## config.mk

```make
export PLATFORM = sky130hd
export DESIGN_NAME = ssd_scan_ctrl
export DESIGN_NICKNAME = d
export VERILOG_FILES = /design/src/rtl/ssd_pkg.sv /design/src/rtl/ssd_lzb_mask.sv /design/src/rtl/ssd_scan_ctrl.sv
export SDC_FILE = /design/constraint.sdc
export NUM_CORES = 1
export LEC_CHECK = 0
export CAP_MARGIN = 20
export CORE_MARGIN = 3
export CORE_UTILIZATION = 60
export CTS_CLUSTER_SIZE = 8
export DETAILED_ROUTE_END_ITERATION = 8
export GPL_TIMING_DRIVEN = 0
export PLACE_DENSITY = 0.94
export SLEW_MARGIN = 0
export SYNTH_ARGS = -nofsm -noshare
export SYNTH_HDL_FRONTEND = slang
export SYNTH_SLANG_ARGS = --single-unit
```

## constraint.sdc

```tcl
create_clock -name clk -period 5.9 [get_ports clk]
set_input_delay 1.475 -clock clk [delete_from_list [all_inputs] [get_ports clk]]
set_output_delay 1.475 -clock clk [all_outputs]
set_load 0.01 [all_outputs]
```

## src/rtl/ssd_pkg.sv

```systemverilog
// rtl/ssd_pkg.sv - shared types and helpers for the seven-segment scan path
package ssd_pkg;

    typedef enum logic [0:0] {IDLE, SCAN} ssd_state_t;

    localparam int CHAR_W     = 4;
    localparam int MAX_DIGITS = 32;

    function automatic logic [MAX_DIGITS-1:0] onehot(input logic [4:0] idx);
        onehot      = '0;
        onehot[idx] = 1'b1;
    endfunction

endpackage

```

## src/rtl/ssd_lzb_mask.sv

```systemverilog
// rtl/ssd_lzb_mask.sv - leading-zero blank mask for a packed hex word
module ssd_lzb_mask
    import ssd_pkg::*;
#(
    parameter int DIGITS = 8
) (
    input  logic [CHAR_W*DIGITS-1:0] word_i,
    input  logic                     lzb_en_i,
    output logic [DIGITS-1:0]        mask_o
);

    logic zero_above;

    // Walk from the MSB down; a digit blanks only while everything at or above it is zero.
    always_comb begin
        mask_o     = '0;
        zero_above = 1'b1;
        for (int i = DIGITS - 1; i >= 0; i--) begin
            zero_above = zero_above & (word_i[i*CHAR_W +: CHAR_W] == '0);
            mask_o[i]  = lzb_en_i & zero_above & (i != 0);
        end
    end

endmodule

```

## src/rtl/ssd_scan_ctrl.sv

```systemverilog
// rtl/ssd_scan_ctrl.sv - multi-digit seven-segment scanner with pending buffer and graceful stop
module ssd_scan_ctrl
    import ssd_pkg::*;
#(
    parameter int DIGITS        = 8,
    parameter bit ACTIVE_LOW_EN = 1'b0
) (
    input  logic                     clk,
    input  logic                     n_rst,
    input  logic                     data_valid,
    input  logic [CHAR_W*DIGITS-1:0] data_in,
    input  logic [DIGITS-1:0]        dp_in,
    input  logic                     lzb_en,
    output logic                     data_ready,
    input  logic                     scan_tick,
    input  logic                     stop_req,
    output logic [CHAR_W-1:0]        digit_char,
    output logic                     digit_blank,
    output logic                     digit_dp,
    output logic [DIGITS-1:0]        digit_en,
    output logic                     frame_done,
    output logic                     busy
);

    localparam int IW = $clog2(DIGITS);
    localparam int WW = CHAR_W * DIGITS;
    localparam logic [IW-1:0] IDX_TOP = IW'(DIGITS - 1);
    localparam logic [DIGITS-1:0] EN_OFF = {DIGITS{ACTIVE_LOW_EN}};

    ssd_state_t        state_q, state_d;
    logic [IW-1:0]     idx_q, idx_d;
    logic [WW-1:0]     shadow_q, shadow_d, pend_q, pend_d;
    logic [DIGITS-1:0] sdp_q, sdp_d, pdp_q, pdp_d;
    logic [DIGITS-1:0] smask_q, smask_d, pmask_q, pmask_d;
    logic              pend_valid_q, pend_valid_d;
    logic              stop_q, stop_d;

    logic [CHAR_W-1:0] char_d;
    logic              blank_d, dp_d, fd_d, busy_d, ready_d;
    logic [DIGITS-1:0] en_d;
    logic [DIGITS-1:0] in_mask;
    logic              accept;

    // The mask is computed once at accept time and travels with the word.
    ssd_lzb_mask #(.DIGITS(DIGITS)) u_lzb (
        .word_i   (data_in),
        .lzb_en_i (lzb_en),
        .mask_o   (in_mask)
    );

    assign accept = data_valid & data_ready;

    always_comb begin
        state_d      = state_q;
        idx_d        = idx_q;
        shadow_d     = shadow_q;
        sdp_d        = sdp_q;
        smask_d      = smask_q;
        pend_d       = pend_q;
        pdp_d        = pdp_q;
        pmask_d      = pmask_q;
        pend_valid_d = pend_valid_q;
        stop_d       = stop_q;
        fd_d         = 1'b0;

        case (state_q)
            IDLE: begin
                if (accept) begin
                    state_d  = SCAN;
                    idx_d    = IDX_TOP;
                    shadow_d = data_in;
                    sdp_d    = dp_in;
                    smask_d  = in_mask;
                end
            end
            SCAN: begin
                if (stop_req) stop_d = 1'b1;
                if (accept) begin
                    pend_d       = data_in;
                    pdp_d        = dp_in;
                    pmask_d      = in_mask;
                    pend_valid_d = 1'b1;
                end
                if (scan_tick) begin
                    if (idx_q != '0) begin
                        idx_d = idx_q - 1'b1;
                    end else begin
                        fd_d  = 1'b1;
                        idx_d = IDX_TOP;
                        if (stop_q | stop_req) begin
                            state_d      = IDLE;
                            pend_valid_d = 1'b0;
                            stop_d       = 1'b0;
                        end else if (pend_valid_q) begin
                            shadow_d     = pend_q;
                            sdp_d        = pdp_q;
                            smask_d      = pmask_q;
                            pend_valid_d = 1'b0;
                        end
                    end
                end
            end
            default: state_d = IDLE;
        endcase

        // Outputs are formed from next-state so they land on the same edge as the state change.
        busy_d  = (state_d == SCAN);
        ready_d = (state_d == IDLE) | (~pend_valid_d & ~stop_d);
        if (state_d == SCAN) begin
            char_d  = shadow_d[int'(idx_d)*CHAR_W +: CHAR_W];
            blank_d = smask_d[idx_d];
            dp_d    = sdp_d[idx_d];
            en_d    = DIGITS'(onehot(5'(idx_d))) ^ EN_OFF;
        end else begin
            char_d  = '0;
            blank_d = 1'b1;
            dp_d    = 1'b0;
            en_d    = EN_OFF;
        end
    end

    always_ff @(posedge clk or negedge n_rst) begin
        if (!n_rst) begin
            state_q      <= IDLE;
            idx_q        <= '0;
            shadow_q     <= '0;
            sdp_q        <= '0;
            smask_q      <= '0;
            pend_q       <= '0;
            pdp_q        <= '0;
            pmask_q      <= '0;
            pend_valid_q <= 1'b0;
            stop_q       <= 1'b0;
            digit_char   <= '0;
            digit_blank  <= 1'b1;
            digit_dp     <= 1'b0;
            digit_en     <= EN_OFF;
            frame_done   <= 1'b0;
            busy         <= 1'b0;
            data_ready   <= 1'b1;
        end else begin
            state_q      <= state_d;
            idx_q        <= idx_d;
            shadow_q     <= shadow_d;
            sdp_q        <= sdp_d;
            smask_q      <= smask_d;
            pend_q       <= pend_d;
            pdp_q        <= pdp_d;
            pmask_q      <= pmask_d;
            pend_valid_q <= pend_valid_d;
            stop_q       <= stop_d;
            digit_char   <= char_d;
            digit_blank  <= blank_d;
            digit_dp     <= dp_d;
            digit_en     <= en_d;
            frame_done   <= fd_d;
            busy         <= busy_d;
            data_ready   <= ready_d;
        end
    end

endmodule

```

==> out/README.md, run 1 <==
| Parameter | This run | Unit |
| --- | --- | --- |
| Result of the run | complete, no violations | - |
| Leading cell types by count after synthesis | sky130_fd_sc_hd__dfrtp_1, sky130_fd_sc_hd__mux2_2, sky130_fd_sc_hd__nand2_1 | - |
| Post-DRT Antenna Nets | 0 | - |
| Data arrival at the endpoint of the critical path | 4210 | ps |
| Tap Count | 105 | - |
| Xor-xnor portion of the synthesized cell area | 0 | % |
| Start point of the worst min-delay path | shadow_q[22] | - |
| Adder Share, Synth | 0.487 | % |
| Maximum number of buffers from clock root to sink | 2 | - |
| Slew at the pin closest to its max-slew limit | 831 | ps |
| Most used flip-flop cell after synthesis | sky130_fd_sc_hd__dfrtp_1 | - |
| Power density over the cells | 531 | nW/um^2 |
| Total power of the final layout | 3.47 | mW |
| Sum of met2 wire segment lengths after detailed routing | 7340 | um |
| Max-cap violations | 0 | - |
| Floorplan row count | 33 | - |
| Launch point of the worst reg-to-reg path | idx_q[0] | - |
| Overall routing resource usage | 30.6 | % |
| CP Launch Point | scan_tick | - |
| Buffers on Ports | 62 | - |
| Pin count of the biggest net entering global routing | 77 | - |
| Proportion of layout cells with a drive suffix above 1 | 17.2 | % |
| Proportion of netlist area held by the largest area contributor | 56.1 | % |
| Largest registers ranked by flip-flop count | pend_q x32, shadow_q x32 | - |
| Yosys synthesis warning count | 0 | - |
| Final Hold Fails | 0 | - |
| Number of logic gates | 286 | - |
| Power dissipated by switching net loads | 1.09 | mW |
| Final min period | 3800 | ps |
| Internal power component | 2.39 | mW |
| Number of logged tool warnings | 27 | - |
| Static leakage | 2.94 | nW |
| Number of filler instances in the final layout | 482 | - |
| Count of flip-flops with a built-in enable after synthesis | 0 | - |
| Number of antenna violations at the first check in global routing | 0 | - |
| Type of the setup path with the least slack | in -> reg | - |
| Power in combinational cells | 1.08 | mW |
| Core box area | 8260 | um^2 |
| Endpoint of the worst-slack reg-to-reg timing path | digit_dp | - |
## run 1: worst reg2reg max path, cell delays in order, from the launching register on
cell and delay (ps):
sky130_fd_sc_hd__dfrtp_1 380, sky130_fd_sc_hd__inv_1 100, sky130_fd_sc_hd__ha_1 180, sky130_fd_sc_hd__and2b_1 130, sky130_fd_sc_hd__o21ai_0 160, sky130_fd_sc_hd__a22oi_1 660
sky130_fd_sc_hd__buf_2 420, sky130_fd_sc_hd__mux2i_1 360, sky130_fd_sc_hd__o22ai_1 140, sky130_fd_sc_hd__o31a_1 290
## run 1: stage by stage
stage	area (um^2)	TNS [ps]	std cells	worst slack, ps
global route	6530	0	635	1960
CTS	6530	0	635	2140
floorplan	5130	0	435	2790
finish	6530	0	635	2100
global placement	5890	-97490	602	-855
detailed placement	5910	0	603	1670
==> run_1/layer_met1.png <==
Bar = 20 um. Cells faint in the background.
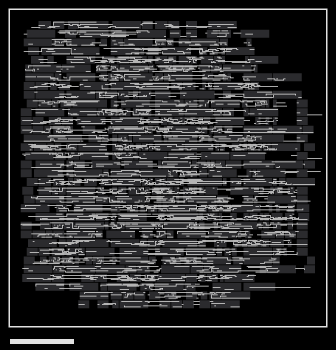
wire length on this layer = 5320 um
nets with wire on the layer = 514
main direction = horizontal
share of all routed wire = 37%
longest straight run = 35.4 um
met1 layer usage reported by global route: 37.8%
total wire length: 14400 um

==> run_1/layer_met2.png <==
Cells faint in the background.
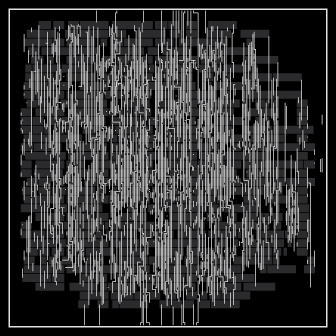
main direction = vertical
longest straight run = 41.8 um
nets with wire on the layer = 531

==> run_1/layer_met3.png <==
Bar = 20 um. Cells faint in the background.
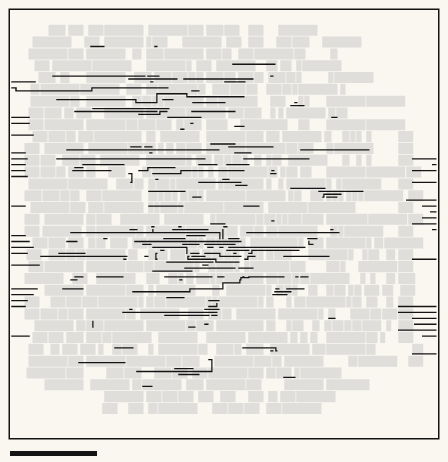
main direction = horizontal
share of all routed wire = 7.7%
longest straight run = 35.0 um
nets with wire on the layer = 124
total via count after detailed routing: 4192
routing usage on met3: 7.36%

==> run_1/flops_by_reg.png <==
Other sequential cells in the stronger gray, the rest of the logic in the fainter gray.
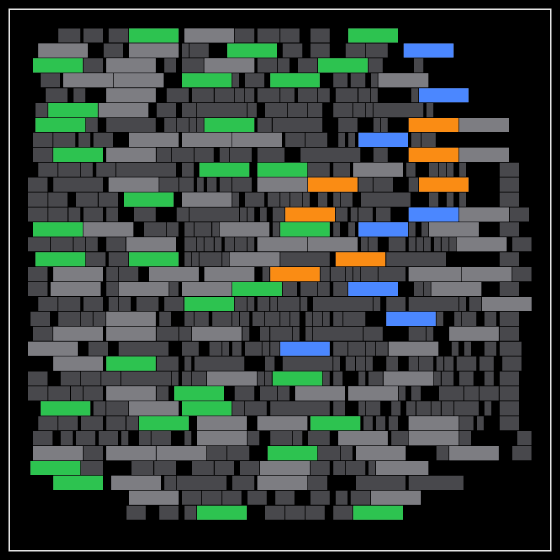
blue -> smask_q  # sequential cells 8
orange -> pmask_q  # sequential cells 7
green -> pend_q  # sequential cells 32
not colored = 70
sequential share of cell area: 44.9%
footprint of the flip-flops and latches: 2930 um^2
power attributed to sequential cells: 1.29 mW
Core Util, Final: 79.1%

==> run_1/placement.png <==
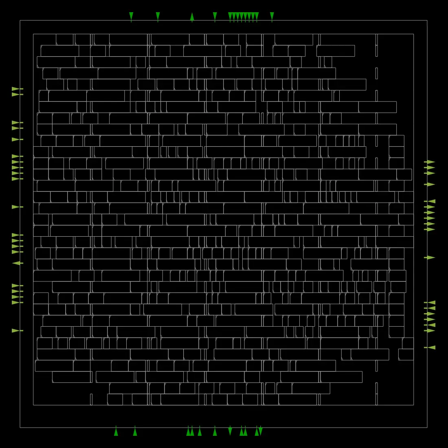

==> run 1 -> run 2 <==
--- a/config.mk
+++ b/config.mk
@@ -7,11 +7,11 @@
 export LEC_CHECK = 0
 export CAP_MARGIN = 20
 export CORE_MARGIN = 3
-export CORE_UTILIZATION = 60
+export CORE_UTILIZATION = 55
 export CTS_CLUSTER_SIZE = 8
 export DETAILED_ROUTE_END_ITERATION = 8
 export GPL_TIMING_DRIVEN = 0
-export PLACE_DENSITY = 0.94
+export PLACE_DENSITY = 0.88
 export SLEW_MARGIN = 0
 export SYNTH_ARGS = -nofsm -noshare
 export SYNTH_HDL_FRONTEND = slang
==> constraint.sdc (replaced) <==
create_clock -name clk -period 3.9 [get_ports clk]
set_input_delay 0.975 -clock clk [delete_from_list [all_inputs] [get_ports clk]]
set_output_delay 0.975 -clock clk [all_outputs]
set_load 0.01 [all_outputs]
==> run_2/placement.png <==
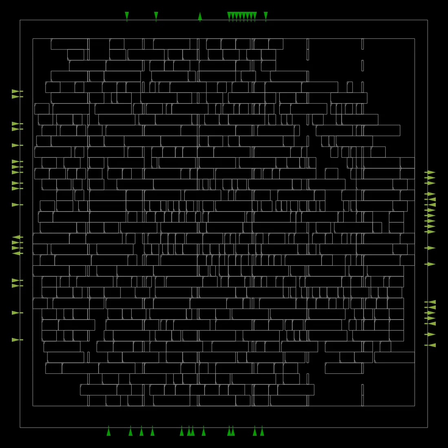
number of flip-flops and latches: 117
core box area: 8890 um^2
non-filler cells in the finished layout: 638

==> run_2/flops_by_reg.png <==
Other sequential cells in the stronger gray, the rest of the logic in the fainter gray.
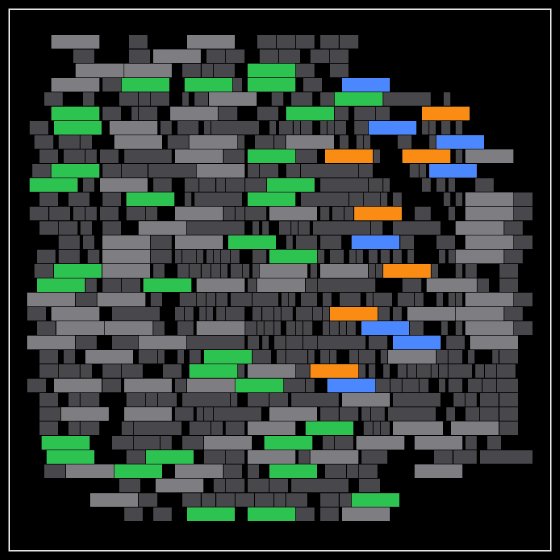
green -> pend_q  # sequential cells 32
orange -> pmask_q  # sequential cells 7
blue -> smask_q  # sequential cells 8

==> out/README.md, run 2 <==
| Parameter | This run | Unit | Delta |
| --- | --- | --- | --- |
| Place WS | 210 | ps | -1460 ps |
| Slew at the pin closest to its max-slew limit | 958 | ps | +127 ps |
| Footprint of the flip-flops and latches | 2930 | um^2 | unchanged |
| Yosys synthesis warning count | 0 | - | unchanged |
| Buffers on Ports | 62 | - | unchanged |
| Proportion of netlist area held by the largest area contributor | 56.1 | % | unchanged |
| Total via count after detailed routing | 4009 | - | -4.4% |
| Core Util, Final | 74.1 | % | -5.0 points |
| Type of the setup path with the least slack | in -> reg | - |  |
| Routing usage on met3 | 7.65 | % | +0.29 points |
| Result of the run | complete, no violations | - |  |
| Post-DRT Antenna Nets | 0 | - | unchanged |
| Pin count of the biggest net entering global routing | 70 | - | -9.1% |
| Data arrival at the endpoint of the critical path | 3610 | ps | -600 ps |
| Number of antenna violations at the first check in global routing | 0 | - | unchanged |
| Overall routing resource usage | 27.3 | % | -3.3 points |
| Xor-xnor portion of the synthesized cell area | 0 | % | unchanged |
| Count of flip-flops with a built-in enable after synthesis | 0 | - | unchanged |
| Largest registers ranked by flip-flop count | pend_q x32, shadow_q x32 | - |  |
| Placement-stage cell area | 5910 | um^2 | about the same |
| Adder Share, Synth | 0.487 | % | unchanged |
| Most used flip-flop cell after synthesis | sky130_fd_sc_hd__dfrtp_1 | - |  |
| Total wire length | 13500 | um | -6.4% |
| Met1 layer usage reported by global route | 33.9 | % | -3.9 points |
| RSZ-0062 raised after global routing | false | - |  |
| Final min period | 3220 | ps |  |
| Setup slack of the critical path after layout | 677 | ps | -1420 ps |
| Number of logic gates | 286 | - | unchanged |
| Floorplan row count | 34 | - | +3.0% |
| Final design area excluding fillers | 6590 | um^2 | +0.82% |
| Sequential share of cell area | 44.5 | % | -0.37 points |
| Leading cell types by count after synthesis | sky130_fd_sc_hd__dfrtp_1, sky130_fd_sc_hd__mux2_2, sky130_fd_sc_hd__nand2_1 | - |  |
| Static leakage | 2.98 | nW | +1.2% |
| Sum of met2 wire segment lengths after detailed routing | 6640 | um | -9.5% |
| Maximum number of buffers from clock root to sink | 2 | - | unchanged |
| Setup Total Neg Slack | 0 | ps | unchanged |
| Inst Count DP | 606 | - | +0.50% |
| Number of filler instances in the final layout | 555 | - | +15% |
| Tap Count | 108 | - | +2.9% |
| Latency at later pin | 520 | ps |  |
| Final Hold Fails | 0 | - | unchanged |
-- run 2: netlist changes by cell type in the layout (fill, tap and decap cells not counted), sizes merged --
| cell | delta |
|---|---|
| clkinv | +1 |
| clkinvlp | -2 |
| bufinv | +1 |
-- run 2: path summary, 6_finish.rpt --
path	from	end	slack, ps	depth (start not counted)
worst max-delay path	scan_tick	digit_char[2]	680	8
worst min-delay path	shadow_q[30]	shadow_q[30]	460	2
worst max register to register	idx_q[0]	digit_char[2]	1030	9
worst min register to register	shadow_q[30]	shadow_q[30]	460	2
max in group asynchronous	n_rst	digit_blank	2660	2
min in group asynchronous	n_rst	state_q	480	1
-- run 2: where the power goes --
group          internal, mW  total (mW)  switching [mW]
registers              1.71        1.94           0.222
logic                 0.777        1.60           0.827
clock network          1.23        1.78           0.546
Power is estimated from default activity; no workload was simulated.
